File: src/rtl/debounce_pkg.sv
// Shared types and constants for the switch synchroniser/debouncer.
// Each channel steps through the four states declared here.
package debounce_pkg;

    typedef enum logic [1:0] {
        STABLE_LO = 2'b00,
        PEND_HI   = 2'b01,
        STABLE_HI = 2'b10,
        PEND_LO   = 2'b11
    } state_e;

    localparam int SYNC_STAGES = 2;

endpackage

File: src/rtl/debounce_chan.sv
// Single-channel debounce FSM: one synchronised bit in, registered level plus
// one-cycle rise/fall pulses out.
module debounce_chan
    import debounce_pkg::*;
#(
    parameter int DEBOUNCE_CYCLES = 500000
) (
    input  logic clk,
    input  logic rst_n,
    input  logic sync_in,
    output logic db,
    output logic rise,
    output logic fall
);

    localparam int              CNT_W    = $clog2(DEBOUNCE_CYCLES);
    localparam logic [CNT_W-1:0] CNT_LAST = CNT_W'(DEBOUNCE_CYCLES - 1);
    localparam logic [CNT_W-1:0] CNT_ONE  = CNT_W'(1);
    localparam logic [CNT_W-1:0] CNT_ZERO = CNT_W'(0);

    state_e           state_q, state_d;
    logic [CNT_W-1:0] cnt_q, cnt_d;
    logic             db_q, db_d;
    logic             rise_q, rise_d;
    logic             fall_q, fall_d;

    // Next-state logic; the counter clears unless a pending state advances it.
    always_comb begin
        state_d = state_q;
        cnt_d   = CNT_ZERO;
        db_d    = db_q;
        rise_d  = 1'b0;
        fall_d  = 1'b0;
        case (state_q)
            STABLE_LO: begin
                if (sync_in) begin
                    state_d = PEND_HI;
                    cnt_d   = CNT_ONE;
                end else begin
                    state_d = STABLE_LO;
                end
            end
            PEND_HI: begin
                if (!sync_in) begin
                    state_d = STABLE_LO;
                end else if (cnt_q == CNT_LAST) begin
                    state_d = STABLE_HI;
                    db_d    = 1'b1;
                    rise_d  = 1'b1;
                end else begin
                    cnt_d = cnt_q + CNT_ONE;
                end
            end
            STABLE_HI: begin
                if (!sync_in) begin
                    state_d = PEND_LO;
                    cnt_d   = CNT_ONE;
                end else begin
                    state_d = STABLE_HI;
                end
            end
            PEND_LO: begin
                if (sync_in) begin
                    state_d = STABLE_HI;
                end else if (cnt_q == CNT_LAST) begin
                    state_d = STABLE_LO;
                    db_d    = 1'b0;
                    fall_d  = 1'b1;
                end else begin
                    cnt_d = cnt_q + CNT_ONE;
                end
            end
            default: begin
                state_d = STABLE_LO;
                db_d    = 1'b0;
            end
        endcase
    end

    // State, counter and output registers with synchronous active-low reset.
    always_ff @(posedge clk) begin
        if (!rst_n) begin
            state_q <= STABLE_LO;
            cnt_q   <= CNT_ZERO;
            db_q    <= 1'b0;
            rise_q  <= 1'b0;
            fall_q  <= 1'b0;
        end else begin
            state_q <= state_d;
            cnt_q   <= cnt_d;
            db_q    <= db_d;
            rise_q  <= rise_d;
            fall_q  <= fall_d;
        end
    end

    assign db   = db_q;
    assign rise = rise_q;
    assign fall = fall_q;

endmodule

File: src/rtl/switch_debounce.sv
// N-channel switch conditioner: a shared two-flop synchroniser feeding one
// independent debounce FSM per channel.
module switch_debounce
    import debounce_pkg::*;
#(
    parameter int N               = 2,
    parameter int DEBOUNCE_CYCLES = 500000
) (
    input  logic         CLK,
    input  logic         RST_N,
    input  logic [N-1:0] SW,
    output logic [N-1:0] DB,
    output logic [N-1:0] RISE,
    output logic [N-1:0] FALL
);

    logic [SYNC_STAGES-1:0][N-1:0] sync_q, sync_d;

    // Shift the raw switch levels through the synchroniser stages.
    always_comb begin
        sync_d    = sync_q;
        sync_d[0] = SW;
        for (int s = 1; s < SYNC_STAGES; s++) begin
            sync_d[s] = sync_q[s-1];
        end
    end

    // Synchroniser flops, cleared on reset.
    always_ff @(posedge CLK) begin
        if (!RST_N) begin
            sync_q <= {(SYNC_STAGES*N){1'b0}};
        end else begin
            sync_q <= sync_d;
        end
    end

    for (genvar i = 0; i < N; i++) begin : g_chan
        debounce_chan #(
            .DEBOUNCE_CYCLES(DEBOUNCE_CYCLES)
        ) u_chan (
            .clk    (CLK),
            .rst_n  (RST_N),
            .sync_in(sync_q[SYNC_STAGES-1][i]),
            .db     (DB[i]),
            .rise   (RISE[i]),
            .fall   (FALL[i])
        );
    end

endmodule

File: config.mk
export PLATFORM = sky130hd
export DESIGN_NAME = switch_debounce
export DESIGN_NICKNAME = d
export VERILOG_FILES = /design/src/rtl/debounce_pkg.sv /design/src/rtl/debounce_chan.sv /design/src/rtl/switch_debounce.sv
export SDC_FILE = /design/constraint.sdc
export NUM_CORES = 1
export LEC_CHECK = 0
export CORE_UTILIZATION = 40
export DETAILED_ROUTE_END_ITERATION = 8
export GPL_ROUTABILITY_DRIVEN = 0
export GPL_TIMING_DRIVEN = 0
export SLEW_MARGIN = 20
export SYNTH_ARGS = -nofsm -noshare
export SYNTH_HDL_FRONTEND = slang
export SYNTH_SLANG_ARGS = --single-unit
File: constraint.sdc
create_clock -name CLK -period 2.5 [get_ports CLK]
set_input_delay 0.625 -clock CLK [delete_from_list [all_inputs] [get_ports CLK]]
set_output_delay 0.625 -clock CLK [all_outputs]
set_load 0.005 [all_outputs]
Fig. 1: routing congestion map
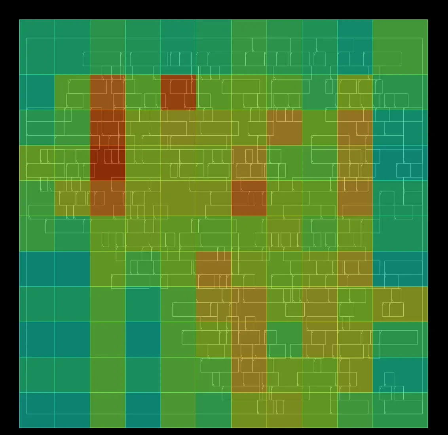
GRT Total Usage: 15.1%
final core area utilization: 47.9%
Top Usage Layer GRT: met2
WL per Instance: 12.0 microns
GR Layer Usage met3: 3.43%

Fig. 2: placed cells, one colour a class
Bar = 20 microns. Fill, decap, tap and diode cells in grey.
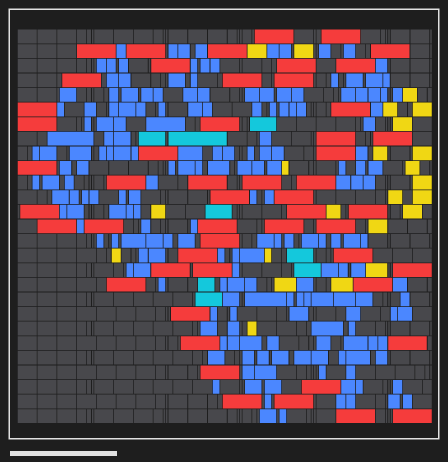
Key: combinational and other logic = blue [cells 195, share of their area 48%]; sequential cells = red [cells 52, share of their area 40%]; remaining buffers and delay cells = yellow [cells 23, share of their area 7.4%]; clock drivers and dummy loads = cyan [cells 8, share of their area 4.6%]
flop share of the area: 38.3%
Final Cell Area: 2720 sq um

Fig. 3: port wiring
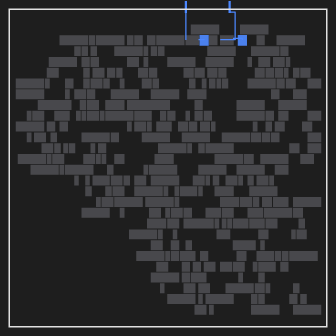
Key: SW = blue [bits 2, direction input, end cells 2, buffers 2, wire 23.6 microns]
I/O Pins: 10
I/O Buffers: 9

Fig. 4: local utilization
The die is cut into 8 by 8 equal tiles; white is low, dark blue is high, 0 to 100% covered.
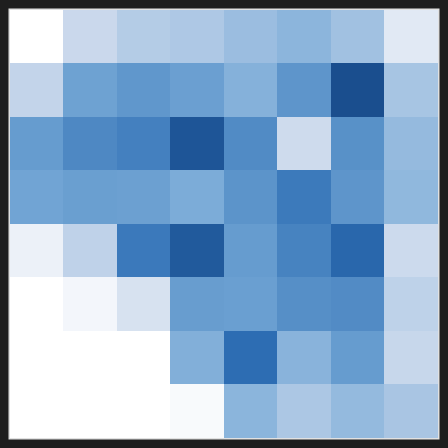
The densest ninth of the die: centre. 7.8% of the tiles are over 75% full. The mean over all tiles is 41%. The fullest tile reaches 88%.
fp util: 42.6%
CORE AREA: 5680 sq um

==> CHANGELOG.md <==
### Physical design

- Crit-path max FO: 10
- CP bufs+invs: 3
- Vias in the first global route: 1675
- Async SR Flop Fraction: 0%
- Worst EP arrival: roughly 2400 ps
- Die area: 6360 sq um
- Crit path DRT: ~2700 ps
- Routed wl met3: approximately 110 microns
- Leakage power: roughly 0.93 nW
- Max Fclk: about 0.45 GHz
- Floorplan net count: around 270
- Hold-fix buffers, CTS: 0
- Tcrit/Tclk final: between 80% and 90%
- Setup TNS: 0 ps
- CTS tree: yes
- CP startpoint kind: flip-flop
- Worst path slowest cell: dfxtp_1
- Postcts setup bufs: 0
- H-tree depth: 2
- First-pass GRT wire length: between 7000 and 8000 microns
- Clock power share: between 40% and 50%
- Cell family with the largest share of critical-path delay: simple AND/OR/NAND/NOR gates
- CTS resizes: 0
- Clock network power: between 0.0005 and 0.0006 W
- Die x size: 79.7 microns
- N_diodes: 0
- Flop pwr share: ~57%
- Pin count of the biggest net entering global routing: 17
- Total CTS buffers: 5
- CTS sink count: ~52
- Commonest flop: dfxtp_1
- Die height: approximately 80 microns
- ANT nets after route: 0
- Pwr Total: ~0.0015 W
- Tool warning count: 26
- Internal power: about 0.0012 W
- Tightest Pin Transition: approximately 570 ps
- Fill cell count: between 500 and 600
- Outcome: completed
- CTS Buffer Depth: 2
- Compound Share, Synth: around a tenth
- Top sig layer: met4
- Drt initial violations: around 110
- DR vias: 1788
- Post-synthesis instance total: about 260
- Slew Viols, Final: 0
- Critical path class: flip-flop to flip-flop
- Synth top cells by count: dfxtp_1 (52), nor2_1 (33), xor2_1 (16)
- M1 WL: approximately 2200 microns
- Post-synth EDFFs: 0
- Fraction of the yosys area taken by sequential cells: around 43%
- DRC: 0
- Placement row count: 27
- Net Sw Frac: 19.6%
- Adder share: ~1.0%
- Clock root buffer master: clkbuf_8
- Chip area line of the yosys report: between 2000 and 2500 sq um
- Ys flops: 52
- Simple share: between 30% and 40%
- P_sw: between 0.0002 and 0.0003 W
[sequential cells by signal (all words and copies together), names as in the netlist, named ones only]
signal / count
g_chan.u_chan.cnt_q: 38
g_chan.u_chan.db: 2
g_chan.u_chan.fall: 2
g_chan.u_chan.rise: 2
g_chan.u_chan.state_q: 2
sync_d: 2
sync_q: 2
[final timing paths]
kind                               endpoint  slack [ps]  depth (start not counted)
setup / recovery  g_chan[1].u_chan.cnt_q[7]         280                          8
setup reg to reg  g_chan[1].u_chan.cnt_q[7]         280                          8
hold / removal                    sync_q[2]         450                          1
hold reg to reg                   sync_q[2]         450                          1
[layout make-up]
type                            instances  area, sq um  share of cell area, %
Clock buffer                            6         82.6                   3.04
Clock inverter                          2         38.8                   1.43
Inverter                                9         33.8                   1.24
Timing Repair Buffer                    9         90.1                   3.31
Multi-Input combinational cell        186         1240                   45.6
Sequential cell                        52         1040                   38.3
Tap cell                               72         90.1                   3.31
Buffer                                 14          104                   3.82
[placed cells by master, fill, tap and decap left out, types with 9 or more instances in the layout]
cell and count:
o21ai_0 11, dfxtp_1 52, inv_1 9, a21oi_1 9
nand4_1 10, clkdlybuf4s50_1 9, nand3_1 14, nand2_1 10
and3_1 10, xor2_1 16, nor2_1 33
[through the flow]
| stage | setup slack [ps] | utilization (%) | cells | hold WS (ps) | cell area, sq um |
|---|---|---|---|---|---|
| floorplan | 716 | - | 261 | 412 | 2420 |
| global placement | 267 | 45.8 | 342 | 414 | 2600 |
| detailed placement | 287 | 45.8 | 342 | 424 | 2600 |
| CTS | 247 | 47.9 | 350 | 449 | 2720 |
| global route | 127 | 47.9 | 350 | 461 | 2720 |
| finish | 285 | 47.9 | 350 | 445 | 2720 |
No activity file was given, so power comes from the tool's default toggle rates.
